==> src/rtl/mem_access_unit_if.sv <==
// Data-memory request/acknowledge port between the MEM stage (master) and memory (slave).
interface mem_access_unit_if #(
  parameter int DATA_W = 32
);
  logic              mem_req;
  logic              mem_we;
  logic [DATA_W-1:0] mem_addr;
  logic [DATA_W-1:0] mem_wdata;
  logic [3:0]        mem_wstrb;
  logic              mem_ack;
  logic [DATA_W-1:0] mem_rdata;

  modport master (output mem_req, mem_we, mem_addr, mem_wdata, mem_wstrb,
                  input  mem_ack, mem_rdata);
  modport slave  (input  mem_req, mem_we, mem_addr, mem_wdata, mem_wstrb,
                  output mem_ack, mem_rdata);
endinterface

==> src/rtl/mem_access_unit.sv <==
// RISC-V MEM stage: byte/half/word loads and stores over a req/ack port with
// timeout, stalling upstream while busy and emitting one write-back record per instruction.
module mem_access_unit #(
  parameter int DATA_W  = 32,
  parameter int REG_AW  = 5,
  parameter int TIMEOUT = 15
) (
  input  logic              clk,
  input  logic              rst_n,
  input  logic              in_valid,
  input  logic [DATA_W-1:0] in_addr,
  input  logic [DATA_W-1:0] in_rs2,
  input  logic              in_rd_en,
  input  logic              in_wr_en,
  input  logic [2:0]        in_funct3,
  input  logic              in_reg_we,
  input  logic [REG_AW-1:0] in_wb_addr,
  output logic              stall,
  mem_access_unit_if.master mem,
  output logic              wb_valid,
  output logic              wb_we,
  output logic [REG_AW-1:0] wb_addr,
  output logic [DATA_W-1:0] wb_data,
  output logic              misalign_err,
  output logic              bus_err
);
  localparam int CNT_W = ($clog2(TIMEOUT + 1) > 4) ? $clog2(TIMEOUT + 1) : 4;

  typedef enum logic {IDLE, BUSY} state_t;

  state_t            state_reg, state_next;
  logic [CNT_W-1:0]  cnt_reg, cnt_next;
  logic              mem_req_reg, mem_req_next, mem_we_reg, mem_we_next;
  logic [DATA_W-1:0] mem_addr_reg, mem_addr_next, mem_wdata_reg, mem_wdata_next;
  logic [3:0]        mem_wstrb_reg, mem_wstrb_next;
  logic [2:0]        f3_reg, f3_next;
  logic [1:0]        lane_reg, lane_next;
  logic              reg_we_reg, reg_we_next;
  logic [REG_AW-1:0] dest_reg, dest_next;
  logic              wb_valid_reg, wb_valid_next, wb_we_reg, wb_we_next;
  logic [REG_AW-1:0] wb_addr_reg, wb_addr_next;
  logic [DATA_W-1:0] wb_data_reg, wb_data_next;
  logic              misalign_reg, misalign_next, bus_err_reg, bus_err_next;

  logic              is_mem, is_byte, is_half, misaligned;
  logic [3:0]        strb;
  logic [DATA_W-1:0] wdata, shifted, load_val;

  // funct3 3/6/7 fall through to word handling
  assign is_mem     = in_rd_en | in_wr_en;
  assign is_byte    = (in_funct3[1:0] == 2'b00);
  assign is_half    = (in_funct3[1:0] == 2'b01);
  assign misaligned = is_half ? in_addr[0] : (!is_byte && (in_addr[1:0] != 2'b00));

  always_comb begin
    strb  = 4'b1111;
    wdata = in_rs2;
    if (is_byte) begin
      strb  = 4'b0001 << in_addr[1:0];
      wdata = DATA_W'({4{in_rs2[7:0]}});
    end else if (is_half) begin
      strb  = in_addr[1] ? 4'b1100 : 4'b0011;
      wdata = DATA_W'({2{in_rs2[15:0]}});
    end
    if (!in_wr_en) strb = 4'b0000;
  end

  // Shifting by the latched lane puts the selected byte/half at bit 0
  assign shifted = mem.mem_rdata >> {lane_reg, 3'b000};

  always_comb begin
    load_val = mem.mem_rdata;
    if (f3_reg[1:0] == 2'b00)
      load_val = f3_reg[2] ? DATA_W'(shifted[7:0])
                           : {{(DATA_W-8){shifted[7]}}, shifted[7:0]};
    else if (f3_reg[1:0] == 2'b01)
      load_val = f3_reg[2] ? DATA_W'(shifted[15:0])
                           : {{(DATA_W-16){shifted[15]}}, shifted[15:0]};
  end

  always_comb begin
    state_next     = state_reg;
    cnt_next       = cnt_reg;
    mem_req_next   = mem_req_reg;
    mem_we_next    = mem_we_reg;
    mem_addr_next  = mem_addr_reg;
    mem_wdata_next = mem_wdata_reg;
    mem_wstrb_next = mem_wstrb_reg;
    f3_next        = f3_reg;
    lane_next      = lane_reg;
    reg_we_next    = reg_we_reg;
    dest_next      = dest_reg;
    wb_valid_next  = 1'b0;
    wb_we_next     = wb_we_reg;
    wb_addr_next   = wb_addr_reg;
    wb_data_next   = wb_data_reg;
    misalign_next  = 1'b0;
    bus_err_next   = 1'b0;
    case (state_reg)
      IDLE: begin
        if (in_valid) begin
          if (!is_mem) begin
            wb_valid_next = 1'b1;
            wb_we_next    = in_reg_we;
            wb_addr_next  = in_wb_addr;
            wb_data_next  = in_addr;
          end else if (misaligned) begin
            misalign_next = 1'b1;
            wb_valid_next = 1'b1;
            wb_we_next    = 1'b0;
            wb_addr_next  = in_wb_addr;
            wb_data_next  = '0;
          end else begin
            state_next     = BUSY;
            cnt_next       = '0;
            mem_req_next   = 1'b1;
            mem_we_next    = in_wr_en;
            mem_addr_next  = {in_addr[DATA_W-1:2], 2'b00};
            mem_wdata_next = wdata;
            mem_wstrb_next = strb;
            f3_next        = in_funct3;
            lane_next      = in_addr[1:0];
            reg_we_next    = in_reg_we & ~in_wr_en;
            dest_next      = in_wb_addr;
          end
        end
      end
      BUSY: begin
        if (mem.mem_ack) begin
          state_next    = IDLE;
          mem_req_next  = 1'b0;
          wb_valid_next = 1'b1;
          wb_we_next    = reg_we_reg;
          wb_addr_next  = dest_reg;
          wb_data_next  = mem_we_reg ? '0 : load_val;
        end else if (cnt_reg == CNT_W'(TIMEOUT - 1)) begin
          state_next    = IDLE;
          mem_req_next  = 1'b0;
          bus_err_next  = 1'b1;
          wb_valid_next = 1'b1;
          wb_we_next    = 1'b0;
          wb_addr_next  = dest_reg;
          wb_data_next  = '0;
        end else begin
          cnt_next = cnt_reg + 1'b1;
        end
      end
      default: state_next = IDLE;
    endcase
  end

  always_ff @(posedge clk or negedge rst_n) begin
    if (!rst_n) begin
      state_reg     <= IDLE;
      cnt_reg       <= '0;
      mem_req_reg   <= 1'b0;
      mem_we_reg    <= 1'b0;
      mem_addr_reg  <= '0;
      mem_wdata_reg <= '0;
      mem_wstrb_reg <= '0;
      f3_reg        <= '0;
      lane_reg      <= '0;
      reg_we_reg    <= 1'b0;
      dest_reg      <= '0;
      wb_valid_reg  <= 1'b0;
      wb_we_reg     <= 1'b0;
      wb_addr_reg   <= '0;
      wb_data_reg   <= '0;
      misalign_reg  <= 1'b0;
      bus_err_reg   <= 1'b0;
    end else begin
      state_reg     <= state_next;
      cnt_reg       <= cnt_next;
      mem_req_reg   <= mem_req_next;
      mem_we_reg    <= mem_we_next;
      mem_addr_reg  <= mem_addr_next;
      mem_wdata_reg <= mem_wdata_next;
      mem_wstrb_reg <= mem_wstrb_next;
      f3_reg        <= f3_next;
      lane_reg      <= lane_next;
      reg_we_reg    <= reg_we_next;
      dest_reg      <= dest_next;
      wb_valid_reg  <= wb_valid_next;
      wb_we_reg     <= wb_we_next;
      wb_addr_reg   <= wb_addr_next;
      wb_data_reg   <= wb_data_next;
      misalign_reg  <= misalign_next;
      bus_err_reg   <= bus_err_next;
    end
  end

  assign stall         = (state_reg == BUSY);
  assign mem.mem_req   = mem_req_reg;
  assign mem.mem_we    = mem_we_reg;
  assign mem.mem_addr  = mem_addr_reg;
  assign mem.mem_wdata = mem_wdata_reg;
  assign mem.mem_wstrb = mem_wstrb_reg;
  assign wb_valid      = wb_valid_reg;
  assign wb_we         = wb_we_reg;
  assign wb_addr       = wb_addr_reg;
  assign wb_data       = wb_data_reg;
  assign misalign_err  = misalign_reg;
  assign bus_err       = bus_err_reg;
endmodule

==> src/flat_wrapper.sv <==
// flat-port wrapper written by rule: the top's interface ports become plain ports
module mem_access_unit_flat 
#(
  parameter int DATA_W  = 32,
  parameter int REG_AW  = 5,
  parameter int TIMEOUT = 15
)
  (clk, rst_n, in_valid, in_addr, in_rs2, in_rd_en, in_wr_en, in_funct3, in_reg_we, in_wb_addr, stall, wb_valid, wb_we, wb_addr, wb_data, misalign_err, bus_err, mem_mem_req, mem_mem_we, mem_mem_addr, mem_mem_wdata, mem_mem_wstrb, mem_mem_ack, mem_mem_rdata);
  mem_access_unit_if #(.DATA_W(DATA_W)) mem_i ();
  input  logic clk;
  input  logic rst_n;
  input  logic in_valid;
  input  logic [DATA_W-1:0] in_addr;
  input  logic [DATA_W-1:0] in_rs2;
  input  logic in_rd_en;
  input  logic in_wr_en;
  input  logic [2:0] in_funct3;
  input  logic in_reg_we;
  input  logic [REG_AW-1:0] in_wb_addr;
  output logic stall;
  output logic wb_valid;
  output logic wb_we;
  output logic [REG_AW-1:0] wb_addr;
  output logic [DATA_W-1:0] wb_data;
  output logic misalign_err;
  output logic bus_err;
  output wire logic [$bits(mem_i.mem_req)-1:0] mem_mem_req;
  output wire logic [$bits(mem_i.mem_we)-1:0] mem_mem_we;
  output wire logic [$bits(mem_i.mem_addr)-1:0] mem_mem_addr;
  output wire logic [$bits(mem_i.mem_wdata)-1:0] mem_mem_wdata;
  output wire logic [$bits(mem_i.mem_wstrb)-1:0] mem_mem_wstrb;
  input wire logic [$bits(mem_i.mem_ack)-1:0] mem_mem_ack;
  input wire logic [$bits(mem_i.mem_rdata)-1:0] mem_mem_rdata;
  assign mem_mem_req = mem_i.mem_req;
  assign mem_mem_we = mem_i.mem_we;
  assign mem_mem_addr = mem_i.mem_addr;
  assign mem_mem_wdata = mem_i.mem_wdata;
  assign mem_mem_wstrb = mem_i.mem_wstrb;
  assign mem_i.mem_ack = mem_mem_ack;
  assign mem_i.mem_rdata = mem_mem_rdata;
  mem_access_unit #(.DATA_W(DATA_W), .REG_AW(REG_AW), .TIMEOUT(TIMEOUT)) u_core (.clk(clk), .rst_n(rst_n), .in_valid(in_valid), .in_addr(in_addr), .in_rs2(in_rs2), .in_rd_en(in_rd_en), .in_wr_en(in_wr_en), .in_funct3(in_funct3), .in_reg_we(in_reg_we), .in_wb_addr(in_wb_addr), .stall(stall), .mem(mem_i), .wb_valid(wb_valid), .wb_we(wb_we), .wb_addr(wb_addr), .wb_data(wb_data), .misalign_err(misalign_err), .bus_err(bus_err));
endmodule
==> config.mk <==
export PLATFORM = sky130hd
export DESIGN_NAME = mem_access_unit_flat
export DESIGN_NICKNAME = d
export VERILOG_FILES = /design/src/rtl/mem_access_unit_if.sv /design/src/rtl/mem_access_unit.sv /design/src/flat_wrapper.sv
export SDC_FILE = /design/constraint.sdc
export NUM_CORES = 1
export LEC_CHECK = 0
export ABC_AREA = 1
export CORE_ASPECT_RATIO = 0.7
export CORE_UTILIZATION = 48
export CTS_CLUSTER_SIZE = 28
export DETAILED_ROUTE_END_ITERATION = 6
export PLACE_DENSITY = 0.86
export SETUP_SLACK_MARGIN = 0.15
export SLEW_MARGIN = 20
export SYNTH_ARGS = -nofsm -noshare
export SYNTH_HDL_FRONTEND = slang
export SYNTH_SLANG_ARGS = --single-unit
==> constraint.sdc <==
create_clock -name clk -period 2.9 [get_ports clk]
set_input_delay 0.29 -clock clk [delete_from_list [all_inputs] [get_ports clk]]
set_output_delay 0.29 -clock clk [all_outputs]
set_load 0.02 [all_outputs]
==> writeup.txt, run 1 <==
The run finished with clean final reports. The diode insertion count for antenna repair is 0. The number of enable flip-flop cells was 0. TritonCTS built the clock tree. The endpoint identified for the worst register-to-register timing path is u_core.wb_we$_DFFE_PN0P_. The fraction of the mapped netlist area in compound gates came out at 14.6%. The run gives 2 as the maximum buffer depth of the clock tree.

At the floorplan stage, the core utilization is reported as 50.6%. Category of the critical setup timing path: reg2reg. Of all flip-flops after synthesis, the portion carrying an async set or reset was 100%. Per the run report, area growth between synthesis and finish was 46.9%. Yosys reports that the leading cell type by area covers 51.5% of the netlist area. For the number of non-filler instances in the completed layout, the log shows 1,156. Setup repair after global routing left no endpoint under its margin.

For reference, the critical path cell chain is inv_1 -> ha_1 -> nand3_1 -> nand3_1 -> inv_1 -> nor2_1 -> nand2_4 -> inv_4 -> nor2_1 -> a31oi_1. Among logic cells in the layout, the one with the most instances is nand2_1. The library cells used most frequently in the layout, excluding fill and tap cells, are nand2_1, clkdlybuf4s50_1, dfrtp_1, a21oi_1, nor2_1.

The number of cells on the worst reg-to-reg path was 10. 223 I/O pins were placed. The leakage power came out at 0.00407 µW. The chip area in the Yosys report is 6070 µm². The startpoint identified for the worst register-to-register timing path is u_core.cnt_reg[0]$_DFFE_PN0P_. The category of the worst setup path capture point was a flop. Entering global routing, the biggest net connects 81 pins. Clock tree synthesis selected as its root buffer the cell clkbuf_16.

For reference, XOR and XNOR gates occupy 0.144% of the area reported after synthesis. The synthesized design contains 125 register bits. Number of input and output port buffers inserted: 220. The post-layout minimum cycle time was 2.16 ns. In this run the maximum-capacitance check reported violations numbering 0. The via count of the first global-routing pass is 5,852, and the half-perimeter wire length after detailed placement is 14,400 µm. Initial antenna violation count: 0.

The layout stage reports a final design area of 8920 µm². For the worst-skew pair, the clock arrives at the later sink with an insertion delay of 0.40 ns. After global routing, the most crowded layer is met2.

The weighted congestion at the end of routability-driven global placement was 0.971; the stage-log warning count was 27. The tools report the standard cell core area as 12,000 µm². The largest delay contributor family on the critical path is simple AND/OR/NAND/NOR gates. The placement stage leaves a total instance area of 8350 µm². The tools report the endpoint of the worst setup timing path as u_core.wb_we$_DFFE_PN0P_.

The number of stages on the worst setup path came out at 10. The tools report the number of DRC markers in iteration 0 as 447. The clock net in this run drives a total of 125 sinks. Summing all multiplexer cells gives an area fraction of 0%. The worst clock skew is 0.00762 ns, and the arrival time at the worst endpoint is 2.48 ns. Once routing completed, OpenROAD measured the worst setup slack at 0.741 ns. The met1 usage in global routing is 45.4%, and the average detailed-routed wire length per instance is 17.2 µm. The tally of nets with antenna violations remaining after routing is 0. In the post-synthesis netlist, the biggest area contributors are dfrtp_1, nand2_1, a21oi_1. Including well taps, the total number of placed cells is 1,123. Of all nets on the critical path, the largest fanout is 35. The biggest cell delay along the critical path is 0.42 ns, and the yosys warning tally is 0. The total global routing track utilization was 31.6%; the actual transition at the worst max-transition pin was 0.718 ns.

In this run the register-to-register setup slack is 0.74 ns. The tools report the final hold violation count as 0. The type of origin of the critical path is a flop. The tools report the portion of the post-synthesis area used by sequential elements as 51.5%.

The floorplan step defined a die boundary enclosing 13,100 µm². Number of different library cells in the post-synthesis netlist: 32. met2 track demand over resource after global routing is 47.2%.

The flow reported a cell area power density of 817 nW/µm². After synthesis the cells add up to 6070 µm². The synthesized instance count is 777. The startpoint of the most critical setup path was u_core.cnt_reg[0]$_DFFE_PN0P_.
[run 1: stage by stage]
stage,power [µW],hold WS [ns]
floorplan,3920,-0.00559
global placement,5190,0.287
detailed placement,5250,0.293
CTS,7290,0.420
global route,7670,0.442
finish,7290,0.432
[run 1: worst min path at each step]
stage	startpoint	endpoint	slack [ns]	depth (start not counted)
3_5_place_dp	rst_n	u_core.mem.mem_wdata[12]$_DFFE_PN0P_	0.29	1
4_1_cts	in_rs2[16]	u_core.mem.mem_wdata[16]$_DFFE_PN0P_	0.42	3
6_report	rst_n	u_core.mem.mem_wdata[12]$_DFFE_PN0P_	0.43	2
3_3_place_gp	rst_n	u_core.mem.mem_wdata[12]$_DFFE_PN0P_	0.29	1
5_1_grt	in_rs2[16]	u_core.mem.mem_wdata[16]$_DFFE_PN0P_	0.44	3
2_1_floorplan	rst_n	u_core.bus_err$_DFF_PN0_	-0.006	0
[run 1: where the power goes]
| part | switching (µW) | internal, µW |
|---|---|---|
| clock | 794 | 1230 |
| sequential | 327 | 2210 |
| combinational | 1540 | 1190 |
| total | 2660 | 4630 |
[run 1: what timing repair did]
| item | in CTS | in global routing |
|---|---|---|
| endpoints found under the hold margin | 55 | 0 |
| hold buffers | 1 | 0 |
| gates resized | 0 | 0 |
[run 1: layout make-up]
cell class,instances,area [µm²]
flip-flops and latches,125,3130
repair buffers,233,2330
fillers,917,3090
multi-input cells,565,2530
well taps,157,196
inverters,44,168
clock inverters,12,111
clock buffers,20,457
[run 1: layer usage]
| layer | share of wire, % | wire (µm) |
|---|---|---|
| met1 | 46 | 9130 |
| met5 | 0 | 0 |
| met4 | 1.1 | 223 |
| met3 | 9.3 | 1860 |
| met2 | 44 | 8720 |
Run 1, the metal 1 layer:
The bar under the picture is 50 µm long.
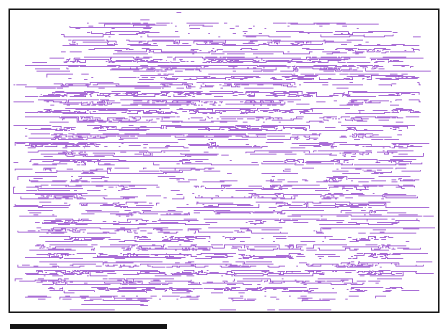
- nets with wire on the layer: 958
- main direction: horizontal
- share of all routed wire: 46%
- longest straight run: 57.5 µm
- wire length on this layer: 9,130 µm

Run 1, signal wires on met2:
The bar under the picture is 50 µm long. Cells faint in the background.
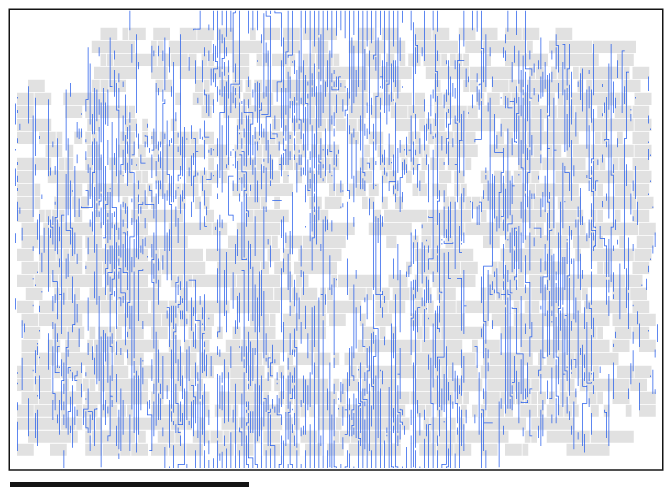
- share of all routed wire: 44%
- nets with wire on the layer: 899
- wire length on this layer: 8,720 µm

Run 1, metal 3:
The bar under the picture is 50 µm long. Cells faint in the background.
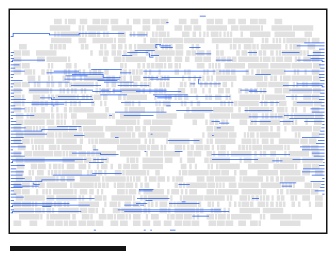
- longest straight run: 48.3 µm
- wire length on this layer: 1,860 µm
- nets with wire on the layer: 180
- main direction: horizontal
met3 demand-to-capacity share in global routing: 8.74%
DR vias: 6,252
routed wire length: 19,900 µm

Run 1, M4 wires:
The bar under the picture is 50 µm long.
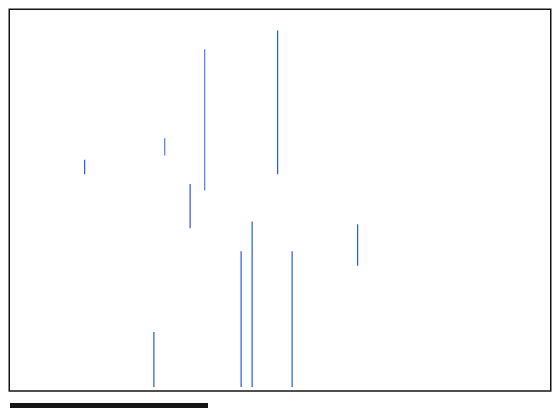
- nets with wire on the layer: 8
- wire length on this layer: 223 µm

Run 1, routing congestion:
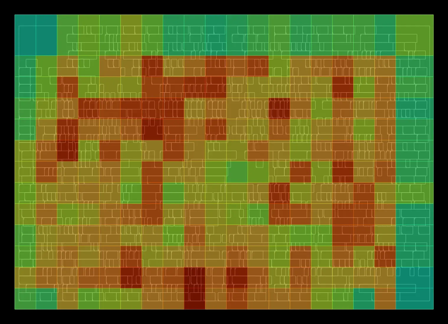

--- run 2 (diff from run 1) ---
--- a/config.mk
+++ b/config.mk
@@ -7,10 +7,10 @@
 export LEC_CHECK = 0
 export ABC_AREA = 1
 export CORE_ASPECT_RATIO = 0.7
-export CORE_UTILIZATION = 48
+export CORE_UTILIZATION = 41
 export CTS_CLUSTER_SIZE = 28
 export DETAILED_ROUTE_END_ITERATION = 6
-export PLACE_DENSITY = 0.86
+export PLACE_DENSITY = 0.79
 export SETUP_SLACK_MARGIN = 0.15
 export SLEW_MARGIN = 20
 export SYNTH_ARGS = -nofsm -noshare
==> constraint.sdc (replaced) <==
create_clock -name clk -period 1.8 [get_ports clk]
set_input_delay 0.18 -clock clk [delete_from_list [all_inputs] [get_ports clk]]
set_output_delay 0.18 -clock clk [all_outputs]
set_load 0.02 [all_outputs]
Run 2, routing congestion:
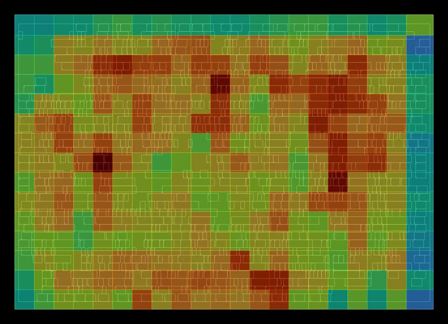
global-route met2 utilization: 37.6%
most utilized layer in the global route result: met1
Global Route Usage Sum: 27.3%
utilization of the core after routing: 68.5%
M1 GR Usage: 42.1%

Run 2, signal wires on met2:
The bar under the picture is 50 µm long. Cells faint in the background.
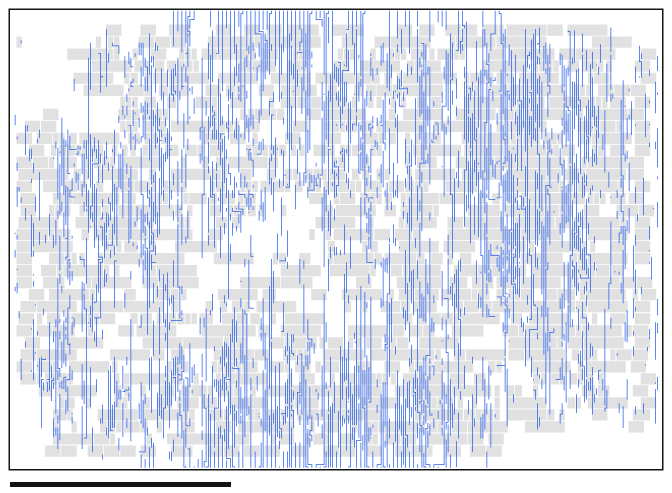
DR vias: 6,433
routed wire length: 21,700 µm

Run 2, the metal 1 layer:
The bar under the picture is 50 µm long.
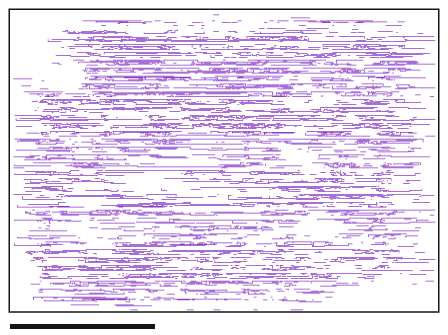
- main direction: horizontal
- nets with wire on the layer: 1,025
- wire length on this layer: 10,300 µm
- share of all routed wire: 48%

==> run 2 against run 1 <==
Compared with the run above:
- clock-buffer cell count down 3
- highest routed layer unchanged
- critical path type unchanged
- maximum frequency up 24%
- worst hold slack worse by 0.16 ns
- first-iteration DRC count up 23%
- largest cell class unchanged
==> writeup.txt, run 2 <==
The logs give 2 for the maximum buffer depth of the clock tree and 0 for the yosys warning tally. The report lists the number of cells resized after CTS as 7. Warnings raised by the tools during the run amount to 29. The run gives 14,200 µm² as the standard cell core area. The signal on the critical path passes through inv_2 -> ha_4 -> nand3_2 -> nand3_2 -> inv_2 -> nor2_4 -> nand2_8 -> clkinv_8 -> buf_12 -> nor2_1 -> a21oi_1.

Per the gpl log, the routability congestion estimate is 0.960. On the worst path, the slowest cell contributes a delay of 0.40 ns. Detailed routing placed a total of 9220 µm of wire on met2. The switching share of total power works out to 36.6%.

The post-synthesis to final-layout area growth came out at 60.1%. Looking at the group totals, the largest power group turns out to be combinational cells. The internal portion of the total power is 7940 µW. Setup repair after global routing could not meet its margin everywhere. The stat command in Yosys gives a chip area of 6070 µm². The arrival time at the worst endpoint is 2.05 ns, and the number of different library cells in the post-synthesis netlist is 32.

The final worst-path setup slack is 0.0599 ns, and the clock network area share is 6.03%. The non-clock inverter count in the final layout came out at 44. The script computed a power per unit cell area of 1290 nW/µm². The critical path in this run is classified as reg2reg. Note, the detailed placer reported a final HPWL of 15,400 µm. The top cell types in the final layout, fill and taps aside, are nand2_1, clkdlybuf4s50_1, dfrtp_1, a21oi_1, nor2_1.

The worst setup path is captured at a flop. The run gives 3440 µW for the total clock network power. The power report puts the leakage power at 0.00444 µW. With the post-layout minimum cycle time at 1.74 ns, the initial antenna violation count is 0. Per STA, the worst path accumulates the most delay in the family simple AND/OR/NAND/NOR gates. During I/O placement, the number of pins put on the boundary was 223. Flip-flop and latch count after synthesis: 125. The highest layer touched by signal routing is met4. The tools report the total number of sequential cells as 125. The run finished with clean final reports.

The count of buffers added on input and output ports is 220. Entering global routing, the biggest net connects 49 pins. Per report_power, the sequential group accounts for 32.4% of the total. The run gives 4590 µW for the net switching power of the design. The reg-to-reg setup timing slack is 0.06 ns. In this run, placement finished with an instance count of 1,190. The run gives 10,300 µm for the routed length on met1. The die covers 15,300 µm². For this run, the script counts the antenna cells in the layout as 0. For this run, the register share of the synthesized area comes to 51.5%.

With the quantity of hold-fixing buffers added after cts at 1, the reported combinational group power is 5030 µW. The tools report the count of maximum capacitance violations as 0. The run gives 0.0114 ns for the worst clock skew. Sorting the synthesized cells by area gives the leading types as dfrtp_1, nand2_1, a21oi_1.

Sequential group power: 4050 µW.
==> run 2: netlist changes by cell type in the layout (fill, tap and decap cells not counted), moves of 4 or more <==
| cell | before | now |
|---|---|---|
| a21oi_1 | 91 | 79 |
| a21oi_2 | 0 | 12 |
| buf_12 | 2 | 12 |
| buf_4 | 10 | 45 |
| clkbuf_16 | 17 | 21 |
==> run 2: kinds of logic (layout without fill, tap and decap cells) <==
kind of cell / after synthesis / in the layout / share of synthesized area [%]
other cells: 1 / 2 / 0.0617
compound gates: 164 / 164 / 14.6
buf+inv: 88 / 360 / 6.96
flops: 125 / 125 / 51.5
fa+ha+maj: 2 / 2 / 0.412
xor+xnor: 1 / 1 / 0.144
simple gates: 396 / 397 / 26.3
==> run 2: worst paths after layout <==
path,start,depth (start not counted),end
worst max-delay path,u_core.cnt_reg[0]$_DFFE_PN0P_,11,u_core.wb_data[15]$_DFFE_PN0P_
worst min-delay path,rst_n,2,u_core.wb_addr[2]$_DFFE_PN0P_
worst max register to register,u_core.cnt_reg[0]$_DFFE_PN0P_,11,u_core.wb_data[15]$_DFFE_PN0P_
worst min register to register,u_core.mem.mem_addr[17]$_DFFE_PN0P_,2,u_core.mem.mem_addr[17]$_DFFE_PN0P_
max in group asynchronous,rst_n,3,u_core.mem.mem_addr[14]$_DFFE_PN0P_
min in group clk,in_rs2[22],3,u_core.mem.mem_wdata[22]$_DFFE_PN0P_
==> run 2: metrics by stage <==
stage | TNS [ns] | hold slack [ns] | cell area, µm² | total power [µW]
2_1_floorplan | 0 | -0.116 | 6080 | 6310
3_3_place_gp | -0.0611 | 0.146 | 8770 | 8630
3_5_place_dp | -2.21 | 0.149 | 8770 | 8710
4_1_cts | 0 | 0.273 | 9390 | 12200
5_1_grt | 0 | 0.307 | 9720 | 13100
6_report | 0 | 0.270 | 9720 | 12500
Run 2, metal 3:
The bar under the picture is 50 µm long. Cells faint in the background.
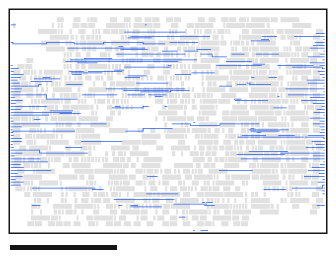

--- run 3 (diff from run 2) ---
--- a/config.mk
+++ b/config.mk
@@ -7,6 +7,7 @@
 export LEC_CHECK = 0
 export ABC_AREA = 1
 export CORE_ASPECT_RATIO = 0.7
+export CORE_MARGIN = 4
 export CORE_UTILIZATION = 41
 export CTS_CLUSTER_SIZE = 28
 export DETAILED_ROUTE_END_ITERATION = 6
Run 3, metal 3:
The bar under the picture is 50 µm long. Cells faint in the background.
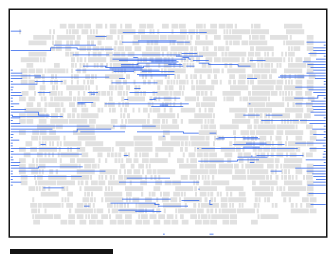
- wire length on this layer: 2,050 µm
- share of all routed wire: 9.2%

Run 3, routing congestion:
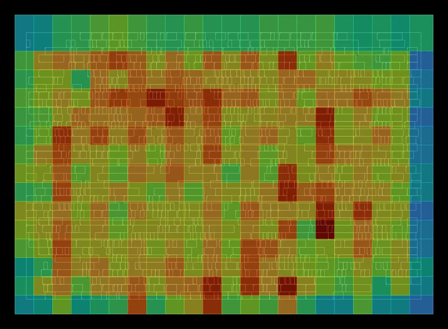
routed length per instance: 18.0 µm
Global Route Usage Sum: 25.2%

==> run 3 against run 2 <==
Compared with the run above:
- flip-flop count unchanged
- worst hold slack got worse by 0.012 ns
- maximum frequency increased by 2.9%
- sequential share of layout area about the same
- clock power about the same
==> writeup.txt, run 3 <==
The region available for standard cell placement spans 14,200 µm². In this run the top signal layer used is met4. The cell-mix breakdown from Yosys lists the adder-cell area share as 0.412%. In the post-synthesis netlist, the biggest area contributors are dfrtp_1, nand2_1, a21oi_1. The wire length on met3 is 2050 µm, and the simple-gate share of the synthesized area is 26.3%.

RePlAce ended its routability-driven mode at a weighted congestion of 0.910. The category of the critical setup timing path is reg2reg. Of the total synthesized cell area, the portion taken by AND-OR and OR-AND cells is 14.6%.

In this run, the number of DRC markers left after iteration 0 of detailed routing was 523. The clock latency on the worst-skew pair is 0.41 ns, and the worst hold slack is 0.258 ns. The floorplan step defined a die boundary enclosing 16,900 µm².

By area, the combinational part of the netlist is dominated by simple AND/OR/NAND/NOR gates. The worst setup path is launched from a flop. The flip-flop and latch count after synthesis is 125. TritonCTS built the clock tree. The tools report the startpoint of the worst-slack reg-to-reg timing path as u_core.cnt_reg[0]$_DFFE_PN0P_. The count of nets left with antenna violations once routing finished came out at 0. For reference, XOR and XNOR gates occupy 0.144% of the area reported after synthesis. The flow ran to the end, and the final reports show no timing, DRC or antenna violations.

0 antenna diodes ended up in the layout. Between the synthesized netlist and the finished layout, the area growth was recorded as 60.1%. STA classifies the critical path endpoint as a flop. The logs give 6070 µm² for the post-synthesis cell area and 125 for the number of clock sinks.

Of all nets on the critical path, the largest fanout is 8. Yosys mapped the design onto 32 distinct sky130hd cell types. Once routing completed, OpenROAD measured the worst setup slack at 0.109 ns.

The report puts the cell count of the worst reg-to-reg path at 10. Setup repair after global routing could not meet its margin everywhere. Number of placed cells counting well taps: 1,188. Grouping stages by cell kind, the critical path spends the most delay in simple AND/OR/NAND/NOR gates. Multiplexer share of the synthesized area: 0%. Per the cell usage report, the commonest logic cells after layout are nand2_1, clkdlybuf4s50_1, dfrtp_1, a21oi_1, nor2_1. The transition time recorded at the tightest slew-check pin is 0.655 ns. After routing the design area is 9720 µm². The run gives 0 for the final hold violation count. Per the detail_route log, met2 wirelength is 9510 µm. The filler cells instantiated in the layout total 1,186. The cell sitting at the root of the clock tree is a clkbuf_16. The number of input and output port buffers inserted came out at 220.

For the worst setup path, the data arrival time is 1.98 ns. Sequential cells were found to cover 51.5% of the synthesized design area. The initial antenna violation count came out at 0.

The tool flagged a number of max-cap violations equal to 0.
Run 3, the metal 1 layer:
The bar under the picture is 50 µm long.
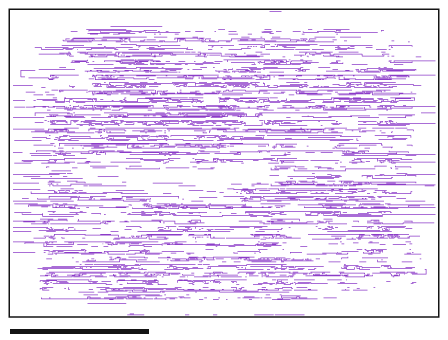
- main direction: horizontal
- share of all routed wire: 47%
- longest straight run: 40.5 µm
routed wire length: 22,200 µm
DR vias: 6,355

==> run 3: worst max-delay path by stage <==
stage	start	endpoint	cells past startpoint
finish	u_core.cnt_reg[0]$_DFFE_PN0P_	u_core.wb_data[2]$_DFFE_PN0P_	10
global route	u_core.stall$_DFF_PN0_	u_core.mem.mem_wdata[22]$_DFFE_PN0P_	7
CTS	u_core.cnt_reg[0]$_DFFE_PN0P_	u_core.wb_data[18]$_DFFE_PN0P_	10
global placement	in_funct3[1]	u_core.cnt_reg[3]$_DFFE_PN0P_	9
floorplan	u_core.stall$_DFF_PN0_	u_core.mem.mem_wdata[24]$_DFFE_PN0P_	7
detailed placement	in_wr_en	u_core.mem.mem_wdata[25]$_DFFE_PN0P_	8
==> run 3: cell type report <==
type | instances | area [µm²] | area share [%]
clock buffers | 18 | 429 | 4.41
clock inverters | 14 | 158 | 1.62
inverters | 44 | 183 | 1.88
multi-input cells | 567 | 2750 | 28.3
flip-flops and latches | 125 | 3130 | 32.2
well taps | 190 | 238 | 2.44
repair buffers | 274 | 2830 | 29.1
==> run 3: layer usage <==
| metal | track usage, % | up-vias |
|---|---|---|
| met5 | 0 | - |
| met4 | 6.18 | 0 |
| met3 | 6.88 | 15 |
| li1 | - | 3047 |
| met1 | 38.2 | 3011 |
| met2 | 35.6 | 282 |
==> run 3: power breakdown <==
| part | switching (µW) | leakage [µW] | internal (µW) |
|---|---|---|---|
| logic | 2760 | 0.00262 | 2300 |
| registers | 504 | 0.00151 | 3560 |
| clock network | 1380 | 0.000267 | 2060 |
==> run 3: repair_timing <==
item / 4_1_cts / 5_1_grt
gates resized: 5 / 76
endpoints found under the setup margin: 33 / 117
pin swaps: 0 / 5
hold buffers: 1 / 0
setup buffers: 0 / 6
hold endpoints to repair: 43 / 0
cloned: 0 / 5
Power figures rest on the tool's default switching activity, not on a simulated workload.
